[src/rtl/instr_decode_stage.sv]
// Registered RV32I-subset decode stage between fetch and execute, with valid/ready on both sides and flush.
// Optional macro DECODE_ILLEGAL_FLAG_EN registers out_illegal for unsupported encodings; otherwise it reads 0.
module instr_decode_stage #(
    parameter int XLEN = 32,
    parameter int PCW  = 32
) (
    input  logic            clk,
    input  logic            rst,
    input  logic            in_valid,
    output logic            in_ready,
    input  logic [XLEN-1:0] in_instr,
    input  logic [PCW-1:0]  in_pc,
    input  logic            flush,
    output logic            out_valid,
    input  logic            out_ready,
    output logic [PCW-1:0]  out_pc,
    output logic [4:0]      out_rd,
    output logic [4:0]      out_rs1,
    output logic [4:0]      out_rs2,
    output logic [XLEN-1:0] out_imm,
    output logic [2:0]      out_alu_op,
    output logic            out_alu_src_imm,
    output logic            out_reg_write,
    output logic            out_mem_read,
    output logic            out_mem_write,
    output logic            out_branch,
    output logic            out_branch_ne,
    output logic            out_jump,
    output logic            out_illegal,
    output logic [31:0]     decoded_count
);

    localparam logic [6:0] OP_REG    = 7'b0110011;
    localparam logic [6:0] OP_IMM    = 7'b0010011;
    localparam logic [6:0] OP_LOAD   = 7'b0000011;
    localparam logic [6:0] OP_STORE  = 7'b0100011;
    localparam logic [6:0] OP_BRANCH = 7'b1100011;
    localparam logic [6:0] OP_LUI    = 7'b0110111;
    localparam logic [6:0] OP_JAL    = 7'b1101111;

    localparam logic [2:0] ALU_ADD      = 3'd0;
    localparam logic [2:0] ALU_SUB      = 3'd1;
    localparam logic [2:0] ALU_AND      = 3'd2;
    localparam logic [2:0] ALU_OR       = 3'd3;
    localparam logic [2:0] ALU_PASS_IMM = 3'd4;

    typedef struct packed {
        logic [PCW-1:0]  pc;
        logic [4:0]      rd;
        logic [4:0]      rs1;
        logic [4:0]      rs2;
        logic [XLEN-1:0] imm;
        logic [2:0]      alu_op;
        logic            alu_src_imm;
        logic            reg_write;
        logic            mem_read;
        logic            mem_write;
        logic            branch;
        logic            branch_ne;
        logic            jump;
        logic            illegal;
    } bundle_t;

    logic [6:0]      opcode;
    logic [2:0]      funct3;
    logic [6:0]      funct7;
    logic [XLEN-1:0] imm_i;
    logic [XLEN-1:0] imm_s;
    logic [XLEN-1:0] imm_b;
    logic [XLEN-1:0] imm_u;
    logic [XLEN-1:0] imm_j;
    logic            legal;
    bundle_t         dec;

    assign opcode = in_instr[6:0];
    assign funct3 = in_instr[14:12];
    assign funct7 = in_instr[31:25];

    assign imm_i = {{(XLEN-12){in_instr[31]}}, in_instr[31:20]};
    assign imm_s = {{(XLEN-12){in_instr[31]}}, in_instr[31:25], in_instr[11:7]};
    assign imm_b = {{(XLEN-13){in_instr[31]}}, in_instr[31], in_instr[7],
                    in_instr[30:25], in_instr[11:8], 1'b0};
    assign imm_u = {{(XLEN-32){in_instr[31]}}, in_instr[31:12], 12'b0};
    assign imm_j = {{(XLEN-21){in_instr[31]}}, in_instr[31], in_instr[19:12],
                    in_instr[20], in_instr[30:21], 1'b0};

    // Combinational decode of the word on the input side; only captured on accept.
    always_comb begin
        dec       = '0;
        legal     = 1'b1;
        dec.rs1   = in_instr[19:15];
        dec.rs2   = in_instr[24:20];
        dec.alu_op = ALU_ADD;
        case (opcode)
            OP_REG: begin
                dec.reg_write = 1'b1;
                if (funct3 == 3'b000 && funct7 == 7'b0000000) begin
                    dec.alu_op = ALU_ADD;
                end else if (funct3 == 3'b000 && funct7 == 7'b0100000) begin
                    dec.alu_op = ALU_SUB;
                end else if (funct3 == 3'b111 && funct7 == 7'b0000000) begin
                    dec.alu_op = ALU_AND;
                end else if (funct3 == 3'b110 && funct7 == 7'b0000000) begin
                    dec.alu_op = ALU_OR;
                end else begin
                    legal = 1'b0;
                end
            end
            OP_IMM: begin
                legal           = (funct3 == 3'b000);
                dec.reg_write   = 1'b1;
                dec.alu_src_imm = 1'b1;
                dec.imm         = imm_i;
            end
            OP_LOAD: begin
                legal           = (funct3 == 3'b010);
                dec.reg_write   = 1'b1;
                dec.mem_read    = 1'b1;
                dec.alu_src_imm = 1'b1;
                dec.imm         = imm_i;
            end
            OP_STORE: begin
                legal           = (funct3 == 3'b010);
                dec.mem_write   = 1'b1;
                dec.alu_src_imm = 1'b1;
                dec.imm         = imm_s;
            end
            OP_BRANCH: begin
                legal          = (funct3 == 3'b000) || (funct3 == 3'b001);
                dec.branch     = 1'b1;
                dec.branch_ne  = funct3[0];
                dec.alu_op     = ALU_SUB;
                dec.imm        = imm_b;
            end
            OP_LUI: begin
                dec.reg_write   = 1'b1;
                dec.alu_src_imm = 1'b1;
                dec.alu_op      = ALU_PASS_IMM;
                dec.imm         = imm_u;
                dec.rs1         = '0;
                dec.rs2         = '0;
            end
            OP_JAL: begin
                dec.reg_write = 1'b1;
                dec.jump      = 1'b1;
                dec.imm       = imm_j;
                dec.rs1       = '0;
                dec.rs2       = '0;
            end
            default: legal = 1'b0;
        endcase

        // Unsupported words collapse to a harmless NOP bundle.
        if (!legal) begin
            dec = '0;
        end
        dec.rd = dec.reg_write ? in_instr[11:7] : 5'd0;
        dec.pc = in_pc;
`ifdef DECODE_ILLEGAL_FLAG_EN
        dec.illegal = !legal;
`else
        dec.illegal = 1'b0;
`endif
    end

    logic        out_valid_q, out_valid_d;
    bundle_t     bundle_q, bundle_d;
    logic [31:0] count_q, count_d;
    logic        accept;
    logic        handshake;

    assign in_ready = !out_valid_q || out_ready;

    always_comb begin
        accept      = in_valid && in_ready;
        handshake   = out_valid_q && out_ready;
        out_valid_d = out_valid_q;
        bundle_d    = bundle_q;
        count_d     = count_q + {31'd0, handshake};
        // Flush wins over accept; a handshake in the same cycle is still counted above.
        if (flush) begin
            out_valid_d = 1'b0;
        end else if (accept) begin
            out_valid_d = 1'b1;
            bundle_d    = dec;
        end else if (handshake) begin
            out_valid_d = 1'b0;
        end
    end

    always_ff @(posedge clk or posedge rst) begin
        if (rst) begin
            out_valid_q <= 1'b0;
            bundle_q    <= '0;
            count_q     <= '0;
        end else begin
            out_valid_q <= out_valid_d;
            bundle_q    <= bundle_d;
            count_q     <= count_d;
        end
    end

    assign out_valid       = out_valid_q;
    assign out_pc          = bundle_q.pc;
    assign out_rd          = bundle_q.rd;
    assign out_rs1         = bundle_q.rs1;
    assign out_rs2         = bundle_q.rs2;
    assign out_imm         = bundle_q.imm;
    assign out_alu_op      = bundle_q.alu_op;
    assign out_alu_src_imm = bundle_q.alu_src_imm;
    assign out_reg_write   = bundle_q.reg_write;
    assign out_mem_read    = bundle_q.mem_read;
    assign out_mem_write   = bundle_q.mem_write;
    assign out_branch      = bundle_q.branch;
    assign out_branch_ne   = bundle_q.branch_ne;
    assign out_jump        = bundle_q.jump;
    assign out_illegal     = bundle_q.illegal;
    assign decoded_count   = count_q;

endmodule

[config.mk]
export PLATFORM = sky130hd
export DESIGN_NAME = instr_decode_stage
export DESIGN_NICKNAME = d
export VERILOG_FILES = /design/src/rtl/instr_decode_stage.sv
export SDC_FILE = /design/constraint.sdc
export NUM_CORES = 1
export LEC_CHECK = 0
export CAP_MARGIN = 20
export CORE_ASPECT_RATIO = 1.4
export CORE_MARGIN = 4
export CORE_UTILIZATION = 40
export CTS_CLUSTER_DIAMETER = 200
export DETAILED_ROUTE_END_ITERATION = 8
export PLACE_DENSITY = 0.73
export SETUP_SLACK_MARGIN = 0.3
export SYNTH_ARGS = -nofsm -noshare
export SYNTH_HDL_FRONTEND = slang
export SYNTH_SLANG_ARGS = --single-unit
[constraint.sdc]
create_clock -name clk -period 9.7 [get_ports clk]
set_input_delay 0.97 -clock clk [delete_from_list [all_inputs] [get_ports clk]]
set_output_delay 0.97 -clock clk [all_outputs]
set_load 0.02 [all_outputs]
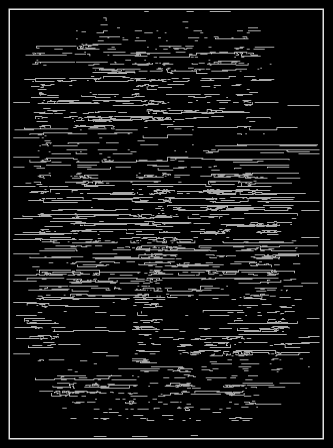
Fig. 1. Met1 routing (run 1).
main direction	horizontal
nets with wire on the layer	674
longest straight run	34.0 um
share of all routed wire	40%
wire length on this layer	5,990 um
total via count after detailed routing: 4,610
fraction of met1 tracks used by global routing: 23.07%

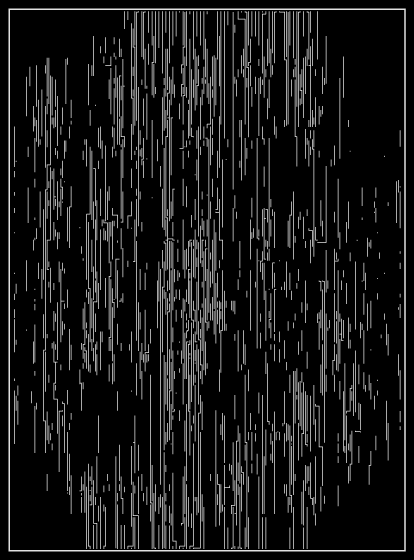
Fig. 2. M2 wires (run 1).
main direction	vertical
wire length on this layer	7,610 um
nets with wire on the layer	685
GR Util met2: 34.31%
total detailed-routing wirelength: 15.03 mm

==> ci_impl_report.md, run 1 <==
## Synthesis and layout report

| Metric | Value |
|---|---|
| Clock network area share | 7.089% |
| DRC violations left | 0 |
| Max power group | the clock network |
| Depth of the critical timing path with buffers and inverters included | 7 |
| Largest logic family | simple AND/OR/NAND/NOR gates |
| CP bufs+invs | 2 |
| Xor/xnor share | 4.955% |
| Fraction of area in registers | 38.44% |
| Final worst clock skew | 0.007883 ns |
| Slowest stage cell, crit path | sky130_fd_sc_hd__clkdlybuf4s50_1 |
| Clock network power | 588 uW |
| Multi-input gate count | 373 |
| Unrepaired setup endpoints after global routing | no |
| Most common logic cells in the final layout | 191 x sky130_fd_sc_hd__clkdlybuf4s50_1, 159 x sky130_fd_sc_hd__nand2_1, 122 x sky130_fd_sc_hd__dfrtp_1 |
| Slew Viols, Final | 0 |
| Net switching fraction of the power | 26.74% |
| Area share of buffers outside the clock network | 24.64% |
| Hold_sp | decoded_count[31] |
| Cell chain of the critical path | clkdlybuf4s50_1 -> or3b_2 -> a21oi_2 -> nor2_2 -> o31a_1 -> buf_8 -> o41ai_1 |
| Endpoint kind of the worst setup timing path | flop |
| Ant. Diodes | 0 |
| Critical path endpoint | out_imm[0] |
| Hold violation total from the final report | 0 |
| Met1 WL | 5.986 mm |
| CTS clk-pin slew, worst paths | 0.05 ns |
| Net Switching | 365.7 uW |
| Run status | finished clean |
| Synthesized-area fraction occupied by ao, oa, aoi and oai cells | 13.52% |
| Fillcell total | 1,064 |
| Ratio of cells with drive above 1 in the final layout | 7.830% |
| Post-synth tally of flip-flops with integrated enable | 0 |
| Cell total in the yosys stat output | 526 |
| Post-synthesis simple-gate area fraction | 20.67% |
| Total cell area reported by yosys after synthesis | 0.005303 mm^2 |
| Main flop type after synthesis | sky130_fd_sc_hd__dfrtp_1 |
| Cell type with the largest total area after synthesis | sky130_fd_sc_hd__dfrtp_1 |
| Worst Slack Setup Final | 6.145 ns |
| Sequential power | 567 uW |
| Mean routed wirelength per cell | 16.59 um |
| OpenROAD warnings | 26 |
| Number of global-route vias before repair | 4,841 |
| Number of non-clock buffers | 196 |
| Startpoint Class | primary input |
| Register-to-Register Setup Slack | 6.96 ns |
| Slowest stage delay, CP | 0.65 ns |
| Total Power Consumption | 1.368 mW |
| Main area contributors | sky130_fd_sc_hd__dfrtp_1 58%, sky130_fd_sc_hd__nand2_1 11%, sky130_fd_sc_hd__xnor2_1 4.0%, sky130_fd_sc_hd__a21oi_1 2.6%, sky130_fd_sc_hd__a22o_1 2.6% |
| Setup total negative slack | 0 ns |
| Total grt overflow | 0 |
| Post-Place Cells | 874 |
| Total clock sinks | 122 |
| Final non-filler cell total | 906 |
| Count of warnings emitted by yosys | 0 |
| Final-layout worst hold slack | 0.4729 ns |
| Metal3 WL | 1.059 mm |
| Via density | 5.088 |
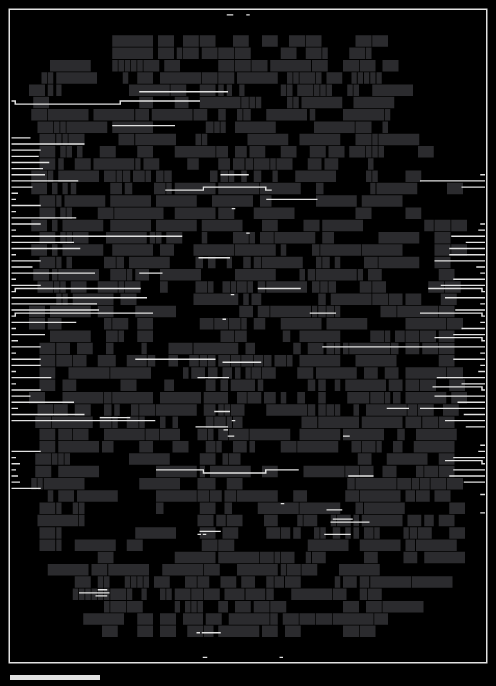
Fig. 3. M3 wires (run 1).
Bar = 20 um. Cells faint in the background.
share of all routed wire	7.0%
nets with wire on the layer	127
wire length on this layer	1,060 um
M3 GR Usage: 6.029%

==> inputs of run 2 (changes only) <==
Clock period 9.7 ns to 3.6 ns, I/O delays scaled along.
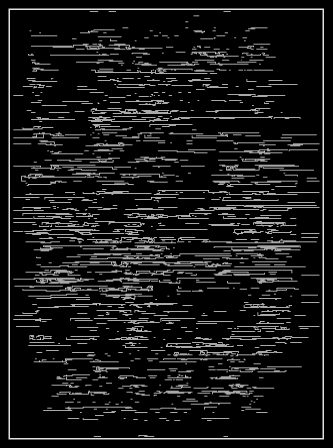
Fig. 4. Met1 routing (run 2).
main direction	horizontal
nets with wire on the layer	705
longest straight run	31.3 um
wire length on this layer	6,000 um
share of all routed wire	38%
total detailed-routing wirelength: 15.73 mm
total via count after detailed routing: 4,631
fraction of met1 tracks used by global routing: 24.04%

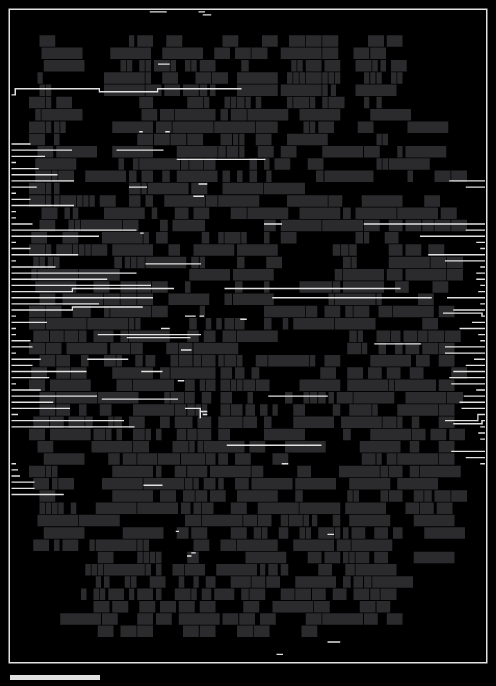
Fig. 5. M3 wires (run 2).
Bar = 20 um. Cells faint in the background.
share of all routed wire	6.8%
wire length on this layer	1,070 um
main direction	horizontal
longest straight run	38.6 um
M3 GR Usage: 6.833%

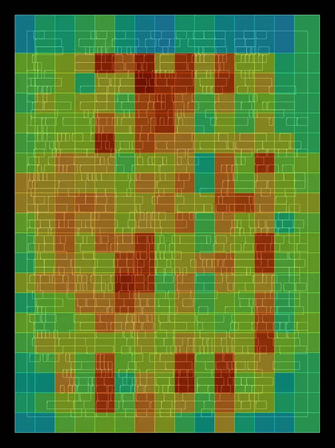
Fig. 6. Congestion heat map (run 2).
Most Used Layer, Global Route: met2
Post-Route Utilization: 61.75%
GR Util met2: 36.29%

==> ci_impl_report.md, run 2 <==
## Synthesis and layout report

| Metric | Value |
|---|---|
| Run status | finished clean |
| Critical path endpoint | out_imm[21] |
| Final-layout worst hold slack | 0.4758 ns |
| Post-synth tally of flip-flops with integrated enable | 0 |
| Met1 WL | 5.995 mm |
| Ant. Diodes | 0 |
| Register-to-Register Setup Slack | 1.39 ns |
| OpenROAD warnings | 26 |
| Number of global-route vias before repair | 4,930 |
| Most common logic cells in the final layout | 191 x sky130_fd_sc_hd__clkdlybuf4s50_1, 159 x sky130_fd_sc_hd__nand2_1, 122 x sky130_fd_sc_hd__dfrtp_1 |
| Slew Viols, Final | 0 |
| Sequential power | 1.53 mW |
| Clock network power | 1.60 mW |
| Endpoint kind of the worst setup timing path | flop |
| Ratio of cells with drive above 1 in the final layout | 8.071% |
| Total clock sinks | 122 |
| Post-Place Cells | 877 |
| Startpoint Class | primary input |
| Cell chain of the critical path | clkdlybuf4s50_1 -> or3b_1 -> a2111oi_2 -> nor2_2 -> o31a_1 -> buf_4 -> o31ai_1 |
| Area share of buffers outside the clock network | 25.00% |
| Main flop type after synthesis | sky130_fd_sc_hd__dfrtp_1 |
| Net Switching | 981.8 uW |
| Largest logic family | simple AND/OR/NAND/NOR gates |
| Net switching fraction of the power | 26.41% |
| Total Power Consumption | 3.718 mW |
| Mean routed wirelength per cell | 17.31 um |
| Max power group | the clock network |
| Synthesized-area fraction occupied by ao, oa, aoi and oai cells | 13.52% |
| Final worst clock skew | 0.01204 ns |
| Slowest stage cell, crit path | sky130_fd_sc_hd__clkdlybuf4s50_1 |
| Fillcell total | 1,080 |
| Cell total in the yosys stat output | 526 |
| Final non-filler cell total | 909 |
| Depth of the critical timing path with buffers and inverters included | 7 |
| Setup total negative slack | 0 ns |
| Total grt overflow | 0 |
| CTS clk-pin slew, worst paths | 0.06 ns |
| Xor/xnor share | 4.955% |
| CP bufs+invs | 2 |
| Number of non-clock buffers | 199 |
| Total cell area reported by yosys after synthesis | 0.005303 mm^2 |
| DRC violations left | 0 |
| Metal3 WL | 1.070 mm |
| Clock network area share | 7.096% |
| Hold violation total from the final report | 0 |
Power is estimated from default activity; no workload was simulated.
